[src/rtl/snake_frame_builder_pkg.sv]
// Shared constants, types and helpers for the snake frame builder.
// The grid is 8x8; a cell's flat index is y*8 + x, matching the row/bit layout of the outputs.
package snake_frame_builder_pkg;

  localparam int unsigned GRID_DIM   = 8;
  localparam int unsigned COORD_W    = 3;
  localparam int unsigned ROW_W      = GRID_DIM;
  localparam int unsigned NUM_CELLS  = GRID_DIM * GRID_DIM;
  localparam int unsigned CELL_IDX_W = 2 * COORD_W;

  typedef logic [COORD_W-1:0]   coord_t;
  typedef logic [NUM_CELLS-1:0] cell_mask_t;

  typedef enum logic [2:0] {
    StIdle,
    StClear,
    StFetch,
    StDrain,
    StFood,
    StCommit
  } state_e;

  // Row y occupies bits [y*8 +: 8], so the flat index is just {y, x}.
  function automatic logic [CELL_IDX_W-1:0] cell_index(coord_t x, coord_t y);
    return {y, x};
  endfunction

endpackage

[src/rtl/snake_frame_builder_if.sv]
// Bus between game logic / segment RAM (master) and the frame builder (slave).
interface snake_frame_builder_if #(
  parameter int unsigned ADDR_W = 6
);
  import snake_frame_builder_pkg::*;

  logic              frame_req;
  logic [ADDR_W:0]   seg_len;
  logic [ADDR_W-1:0] seg_addr;
  coord_t            seg_x;
  coord_t            seg_y;
  coord_t            food_x;
  coord_t            food_y;
  logic              food_valid;
  logic              busy;
  logic              frame_done;
  logic [ROW_W-1:0]  row1;
  logic [ROW_W-1:0]  row2;
  logic [ROW_W-1:0]  row3;
  logic [ROW_W-1:0]  row4;
  logic [ROW_W-1:0]  row5;
  logic [ROW_W-1:0]  row6;
  logic [ROW_W-1:0]  row7;
  logic [ROW_W-1:0]  row8;

  modport master (
    output frame_req, seg_len, seg_x, seg_y, food_x, food_y, food_valid,
    input  seg_addr, busy, frame_done, row1, row2, row3, row4, row5, row6, row7, row8
  );

  modport slave (
    input  frame_req, seg_len, seg_x, seg_y, food_x, food_y, food_valid,
    output seg_addr, busy, frame_done, row1, row2, row3, row4, row5, row6, row7, row8
  );

endinterface

[src/rtl/snake_frame_builder_cell_decoder.sv]
// Combinational (x, y) -> one-hot 64-cell mask, used for both body and food plotting.
module snake_frame_builder_cell_decoder
  import snake_frame_builder_pkg::*;
(
  input  coord_t     x_i,
  input  coord_t     y_i,
  output cell_mask_t mask_o
);

  always_comb begin
    mask_o = '0;
    mask_o[cell_index(x_i, y_i)] = 1'b1;
  end

endmodule

[src/rtl/snake_frame_builder.sv]
// Renders snake body segments and food into eight committed row bitmaps.
// Rows are built in a shadow buffer and copied to the outputs in a single COMMIT edge.
module snake_frame_builder
  import snake_frame_builder_pkg::*;
#(
  parameter int unsigned MAX_LEN      = 64,
  parameter int unsigned ADDR_W       = 6,
  parameter int unsigned BLINK_FRAMES = 4
) (
  input  logic                  clk_in,
  input  logic                  reset,
  snake_frame_builder_if.slave  fb_io
);

  localparam int unsigned LenW   = ADDR_W + 1;
  localparam int unsigned BlinkW = (BLINK_FRAMES > 1) ? $clog2(BLINK_FRAMES + 1) : 1;
  localparam logic [LenW-1:0]   MaxLenL  = LenW'(MAX_LEN);
  localparam logic [BlinkW-1:0] BlinkTop = BlinkW'(BLINK_FRAMES - 1);

  state_e              state_q, state_d;
  logic [LenW-1:0]     len_q, len_d;
  coord_t              food_x_q, food_x_d;
  coord_t              food_y_q, food_y_d;
  logic                food_valid_q, food_valid_d;
  logic [ADDR_W-1:0]   seg_addr_q, seg_addr_d;
  logic                pipe_vld_q, pipe_vld_d;
  cell_mask_t          shadow_q, shadow_d;
  cell_mask_t          rows_q, rows_d;
  logic                busy_q, busy_d;
  logic                done_q, done_d;
  logic                phase_q, phase_d;
  logic [BlinkW-1:0]   blink_cnt_q, blink_cnt_d;

  coord_t     dec_x, dec_y;
  cell_mask_t cell_mask;

  // One decoder serves both paths: food coordinates are only needed in StFood.
  assign dec_x = (state_q == StFood) ? food_x_q : fb_io.seg_x;
  assign dec_y = (state_q == StFood) ? food_y_q : fb_io.seg_y;

  snake_frame_builder_cell_decoder u_cell_decoder (
    .x_i    (dec_x),
    .y_i    (dec_y),
    .mask_o (cell_mask)
  );

  always_comb begin
    state_d      = state_q;
    len_d        = len_q;
    food_x_d     = food_x_q;
    food_y_d     = food_y_q;
    food_valid_d = food_valid_q;
    seg_addr_d   = seg_addr_q;
    pipe_vld_d   = pipe_vld_q;
    shadow_d     = shadow_q;
    rows_d       = rows_q;
    busy_d       = busy_q;
    done_d       = 1'b0;
    phase_d      = phase_q;
    blink_cnt_d  = blink_cnt_q;

    unique case (state_q)
      StIdle: begin
        if (fb_io.frame_req) begin
          len_d        = (fb_io.seg_len > MaxLenL) ? MaxLenL : fb_io.seg_len;
          food_x_d     = fb_io.food_x;
          food_y_d     = fb_io.food_y;
          food_valid_d = fb_io.food_valid;
          busy_d       = 1'b1;
          state_d      = StClear;
        end
      end
      StClear: begin
        shadow_d   = '0;
        seg_addr_d = '0;
        pipe_vld_d = 1'b0;
        state_d    = (len_q != '0) ? StFetch : StFood;
      end
      StFetch: begin
        // Data on seg_x/seg_y belongs to the address presented one cycle earlier.
        if (pipe_vld_q) begin
          shadow_d = shadow_q | cell_mask;
        end
        pipe_vld_d = 1'b1;
        if (LenW'(seg_addr_q) == len_q - LenW'(1)) begin
          state_d = StDrain;
        end else begin
          seg_addr_d = seg_addr_q + ADDR_W'(1);
        end
      end
      StDrain: begin
        shadow_d   = shadow_q | cell_mask;
        pipe_vld_d = 1'b0;
        state_d    = StFood;
      end
      StFood: begin
        if (food_valid_q && phase_q) begin
          shadow_d = shadow_q | cell_mask;
        end
        state_d = StCommit;
      end
      StCommit: begin
        rows_d  = shadow_q;
        done_d  = 1'b1;
        busy_d  = 1'b0;
        state_d = StIdle;
        if (BLINK_FRAMES != 0) begin
          if (blink_cnt_q == BlinkTop) begin
            blink_cnt_d = '0;
            phase_d     = ~phase_q;
          end else begin
            blink_cnt_d = blink_cnt_q + BlinkW'(1);
          end
        end
      end
      default: state_d = StIdle;
    endcase
  end

  always_ff @(posedge clk_in) begin
    if (!reset) begin
      state_q      <= StIdle;
      len_q        <= '0;
      food_x_q     <= '0;
      food_y_q     <= '0;
      food_valid_q <= 1'b0;
      seg_addr_q   <= '0;
      pipe_vld_q   <= 1'b0;
      shadow_q     <= '0;
      rows_q       <= '0;
      busy_q       <= 1'b0;
      done_q       <= 1'b0;
      phase_q      <= 1'b1;
      blink_cnt_q  <= '0;
    end else begin
      state_q      <= state_d;
      len_q        <= len_d;
      food_x_q     <= food_x_d;
      food_y_q     <= food_y_d;
      food_valid_q <= food_valid_d;
      seg_addr_q   <= seg_addr_d;
      pipe_vld_q   <= pipe_vld_d;
      shadow_q     <= shadow_d;
      rows_q       <= rows_d;
      busy_q       <= busy_d;
      done_q       <= done_d;
      phase_q      <= phase_d;
      blink_cnt_q  <= blink_cnt_d;
    end
  end

  assign fb_io.seg_addr   = seg_addr_q;
  assign fb_io.busy       = busy_q;
  assign fb_io.frame_done = done_q;
  assign fb_io.row1       = rows_q[0*ROW_W +: ROW_W];
  assign fb_io.row2       = rows_q[1*ROW_W +: ROW_W];
  assign fb_io.row3       = rows_q[2*ROW_W +: ROW_W];
  assign fb_io.row4       = rows_q[3*ROW_W +: ROW_W];
  assign fb_io.row5       = rows_q[4*ROW_W +: ROW_W];
  assign fb_io.row6       = rows_q[5*ROW_W +: ROW_W];
  assign fb_io.row7       = rows_q[6*ROW_W +: ROW_W];
  assign fb_io.row8       = rows_q[7*ROW_W +: ROW_W];

endmodule

[src/flat_wrapper.sv]
// flat-port wrapper written by rule: the top's interface ports become plain ports
module snake_frame_builder_flat import snake_frame_builder_pkg::*;
#(
  parameter int unsigned MAX_LEN      = 64,
  parameter int unsigned ADDR_W       = 6,
  parameter int unsigned BLINK_FRAMES = 4
)
  (clk_in, reset, fb_io_frame_req, fb_io_seg_len, fb_io_seg_x, fb_io_seg_y, fb_io_food_x, fb_io_food_y, fb_io_food_valid, fb_io_seg_addr, fb_io_busy, fb_io_frame_done, fb_io_row1, fb_io_row2, fb_io_row3, fb_io_row4, fb_io_row5, fb_io_row6, fb_io_row7, fb_io_row8);
  snake_frame_builder_if #(.ADDR_W(ADDR_W)) fb_io_i ();
  input  logic clk_in;
  input  logic reset;
  input wire logic [$bits(fb_io_i.frame_req)-1:0] fb_io_frame_req;
  input wire logic [$bits(fb_io_i.seg_len)-1:0] fb_io_seg_len;
  input wire logic [$bits(fb_io_i.seg_x)-1:0] fb_io_seg_x;
  input wire logic [$bits(fb_io_i.seg_y)-1:0] fb_io_seg_y;
  input wire logic [$bits(fb_io_i.food_x)-1:0] fb_io_food_x;
  input wire logic [$bits(fb_io_i.food_y)-1:0] fb_io_food_y;
  input wire logic [$bits(fb_io_i.food_valid)-1:0] fb_io_food_valid;
  output wire logic [$bits(fb_io_i.seg_addr)-1:0] fb_io_seg_addr;
  output wire logic [$bits(fb_io_i.busy)-1:0] fb_io_busy;
  output wire logic [$bits(fb_io_i.frame_done)-1:0] fb_io_frame_done;
  output wire logic [$bits(fb_io_i.row1)-1:0] fb_io_row1;
  output wire logic [$bits(fb_io_i.row2)-1:0] fb_io_row2;
  output wire logic [$bits(fb_io_i.row3)-1:0] fb_io_row3;
  output wire logic [$bits(fb_io_i.row4)-1:0] fb_io_row4;
  output wire logic [$bits(fb_io_i.row5)-1:0] fb_io_row5;
  output wire logic [$bits(fb_io_i.row6)-1:0] fb_io_row6;
  output wire logic [$bits(fb_io_i.row7)-1:0] fb_io_row7;
  output wire logic [$bits(fb_io_i.row8)-1:0] fb_io_row8;
  assign fb_io_i.frame_req = fb_io_frame_req;
  assign fb_io_i.seg_len = fb_io_seg_len;
  assign fb_io_i.seg_x = fb_io_seg_x;
  assign fb_io_i.seg_y = fb_io_seg_y;
  assign fb_io_i.food_x = fb_io_food_x;
  assign fb_io_i.food_y = fb_io_food_y;
  assign fb_io_i.food_valid = fb_io_food_valid;
  assign fb_io_seg_addr = fb_io_i.seg_addr;
  assign fb_io_busy = fb_io_i.busy;
  assign fb_io_frame_done = fb_io_i.frame_done;
  assign fb_io_row1 = fb_io_i.row1;
  assign fb_io_row2 = fb_io_i.row2;
  assign fb_io_row3 = fb_io_i.row3;
  assign fb_io_row4 = fb_io_i.row4;
  assign fb_io_row5 = fb_io_i.row5;
  assign fb_io_row6 = fb_io_i.row6;
  assign fb_io_row7 = fb_io_i.row7;
  assign fb_io_row8 = fb_io_i.row8;
  snake_frame_builder #(.MAX_LEN(MAX_LEN), .ADDR_W(ADDR_W), .BLINK_FRAMES(BLINK_FRAMES)) u_core (.clk_in(clk_in), .reset(reset), .fb_io(fb_io_i));
endmodule
[config.mk]
export PLATFORM = sky130hd
export DESIGN_NAME = snake_frame_builder_flat
export DESIGN_NICKNAME = d
export VERILOG_FILES = /design/src/rtl/snake_frame_builder_pkg.sv /design/src/rtl/snake_frame_builder_if.sv /design/src/rtl/snake_frame_builder_cell_decoder.sv /design/src/rtl/snake_frame_builder.sv /design/src/flat_wrapper.sv
export SDC_FILE = /design/constraint.sdc
export NUM_CORES = 1
export LEC_CHECK = 0
export CAP_MARGIN = 15
export CORE_MARGIN = 2
export CORE_UTILIZATION = 30
export DETAILED_ROUTE_END_ITERATION = 10
export PLACE_DENSITY = 0.55
export SLEW_MARGIN = 5
export SYNTH_ARGS = -nofsm -noshare
export SYNTH_HDL_FRONTEND = slang
export SYNTH_SLANG_ARGS = --single-unit
[constraint.sdc]
create_clock -name clk_in -period 3.1 [get_ports clk_in]
set_clock_uncertainty 0.05 [all_clocks]
set_input_delay 0.31 -clock clk_in [delete_from_list [all_inputs] [get_ports clk_in]]
set_output_delay 0.31 -clock clk_in [all_outputs]
set_load 0.02 [all_outputs]
Fig. 1: routed metal, one colour a layer
The bar under the picture is 50 um long.
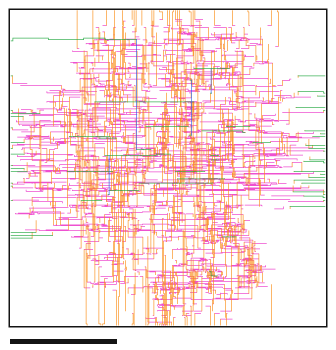
colour	layer	wire length
orange	M2	7160 um
blue	M4	107 um
magenta	M1	7870 um
green	M3	668 um

Fig. 2: placement by cell class
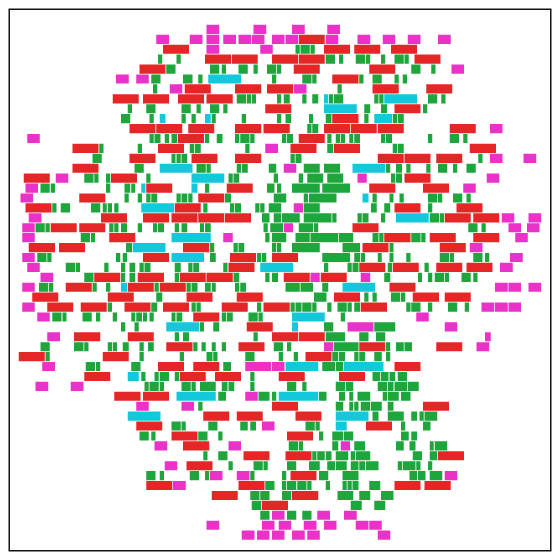
colour	class	cells	share of their area
cyan	clock drivers and dummy loads	32	8.0%
magenta	remaining buffers and delay cells	104	13%
green	remaining logic cells	507	38%
red	registers	158	41%

Fig. 3: routed metal per tile
The bar under the picture is 50 um long. 30 x 30 tiles, from dark blue (low) to red (high), scaled to the fullest tile. Values are wire area over tile area, all layers added.
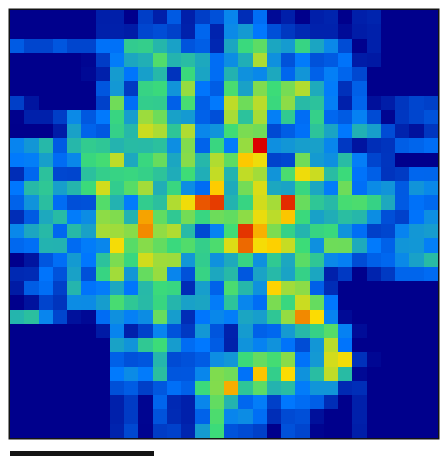
mean over tiles	0.11
nearly empty tiles	23%
densest ninth of the die	centre
tiles over half the peak	15%

==> notes.md <==
This note records the results obtained with Yosys and OpenROAD.

Global routing
The via count of the first global-routing pass was 4712. The first global-routing pass estimated 25700 um of wire. The number of antenna violations at the first check in global routing is 0. The total routing usage reported by global routing is 14.8%.

Yosys
The post-synthesis cell count is 706. The netlist area before placement is 6230 um2. The most instantiated library cell after synthesis is sky130_fd_sc_hd__nand2_1. The cell type that accounts for the most area after synthesis is sky130_fd_sc_hd__dfxtp_1. The synthesis report gives the async set-or-reset register share as 0%. Counting the warning lines in the Yosys log gives 0. Of the post-synthesis cell area, the dominant cell type holds 50.8%. By area the synthesized netlist is led by sky130_fd_sc_hd__dfxtp_1 (51%), sky130_fd_sc_hd__nand2_1 (9.9%), sky130_fd_sc_hd__a21boi_0 (9.5%). Yosys mapped the design onto 50 distinct sky130hd cell types. Averaged over all synthesized cells, the footprint is 8.83 um2.

After synthesis, the design contains 706 cells according to Yosys. The count of flip-flops with a built-in enable after synthesis is 0. Post-synthesis, Yosys gives the total cell area as 6230 um2.

Finish
The area growth from synthesis to layout is 29.0%. Cells with a size suffix above 1 make up 8.74% of the layout. The post-route non-filler standard cell count is 1071. Per the cell usage report, the commonest logic cell in the layout is sky130_fd_sc_hd__nand2_1. The final standard cell utilization of the core is 39.6%.

Leaving out fill and tap cells, the most frequent cells in the layout are sky130_fd_sc_hd__nand2_1 (164), sky130_fd_sc_hd__dfxtp_1 (158), sky130_fd_sc_hd__clkdlybuf4s50_1 (93), sky130_fd_sc_hd__nor2_1 (82), sky130_fd_sc_hd__a21boi_0 (79).

Detailed routing
Summed over all layers, the routed wires come to 15800 um. The iteration tally of the first detailed-router pass is 4. The post-detailed-route via-to-cell ratio is 4.63.

The total via count after detailed routing is 4958. The number of DRC violations after detailed routing is 0.

Critical path
The startpoint kind of the worst setup timing path is a flip-flop. Looking at the setup timing report, the critical path kind is flip-flop to flip-flop. For this design, the slowest cell found on the critical path is sky130_fd_sc_hd__nor4_2. The required time at the worst endpoint is listed as 3.40 ns.

Together, buffers and inverters on the worst path number 0. The worst endpoint data arrival time is 2.81 ns. Of all nets on the critical path, the largest fanout is 13. In this design, the stage delay of the slowest critical-path cell is 0.64 ns.

Clock network
In this run the deepest clock path goes through 2 buffers. The maximum level of the CTS H-tree is 4. The tree is rooted in a sky130_fd_sc_hd__clkbuf_16. The buffers inserted during post-CTS setup optimization is 0. Clock-pin slew was measured on the worst setup and hold paths at 0.06 ns.

The number of instances resized during post-cts repair is 0. The CTS buffer count is 17.

Floorplan
The overall die size recorded for this design is 21900 um2. The number of placement rows is 52. The number of placed I/O pins is 95.

STA
The maximum achievable frequency is 398 MHz. The final setup violation count is 0. OpenROAD reports that the post-layout worst path occupies 81.1% of the period. The worst hold slack after final layout is 0.369 ns. Setup repair after global routing left no endpoint under its margin. The clock period could shrink to 2.51 ns. The final hold violation count is 0.

Summed over all failing endpoints, the final setup total negative slack is 0 ns.

Placed design
The last weighted congestion value of the routability-driven placer is 0.773. The final HPWL from detailed placement is 10900 um. Per the post-place timing report, worst setup slack is 0.598 ns.

Pwr
The largest voltage drop on the vdd net is 0.000401 V. Dividing total power by cell area gives a power density of 579 nW/um2.

Status
The flow ran to the end, and the final reports show no timing, DRC or antenna violations.

Run
The max capacitance violation total is 0.
-- cell families after synthesis --
kind of cell / share of synthesized area (%)
compound gates: 18.0
fa+ha+maj: 0.803
mux: 2.79
simple gates: 23.1
xor+xnor: 1.12
buf+inv: 3.41
flops: 50.8
-- sequential cells by signal, indices dropped and copies added (netlist names), 3 cells and up --
| register | flops |
|---|---|
| u_core.len_q | 7 |
| u_core.food_x_q | 3 |
| u_core.blink_cnt_q | 3 |
| u_core.shadow_q | 64 |
| u_core.food_y_q | 3 |
| u_core.fb_io.seg_addr | 6 |
| u_core.state_q | 3 |
| u_core.rows_q | 64 |
-- routing by layer --
layer	track usage, %	up-vias	part of all wire (%)
li1	-	2537	-
met3	3.10	8	4.2
met5	0	-	0
met2	22.5	87	45
met1	20.8	2326	50
met4	5.19	0	0.68
-- layout make-up --
cell class,instances,area [um2],area share [%]
flip-flops and latches,158,3160,39.3
multi-input cells,504,2880,35.8
repair buffers,104,1040,12.9
clock buffers,20,447,5.56
well taps,270,338,4.20
clock inverters,12,168,2.09
inverters,3,11.3,0.140
-- worst paths after layout --
path	endpoint	start	cells after the start	slack (ns)
min	u_core.fb_io.seg_addr[0]$_SDFFE_PN0P_	reset	2	0.37
max	u_core.shadow_q[8]$_SDFFE_PN0P_	u_core.state_q[0]$_SDFFE_PN0P_	5	0.59
min reg2reg	u_core.blink_cnt_q[2]$_SDFFE_PN0P_	u_core.blink_cnt_q[2]$_SDFFE_PN0P_	2	0.38
max reg2reg	u_core.shadow_q[8]$_SDFFE_PN0P_	u_core.state_q[0]$_SDFFE_PN0P_	5	0.59
-- where the power goes --
| part | internal, uW | total [uW] | switching [uW] |
|---|---|---|---|
| sequential | 2060 | 2090 | 29.0 |
| clock | 1360 | 2190 | 827 |
| combinational | 138 | 379 | 242 |
| total | 3560 | 4660 | 1100 |
No activity file was given, so power comes from the tool's default toggle rates.
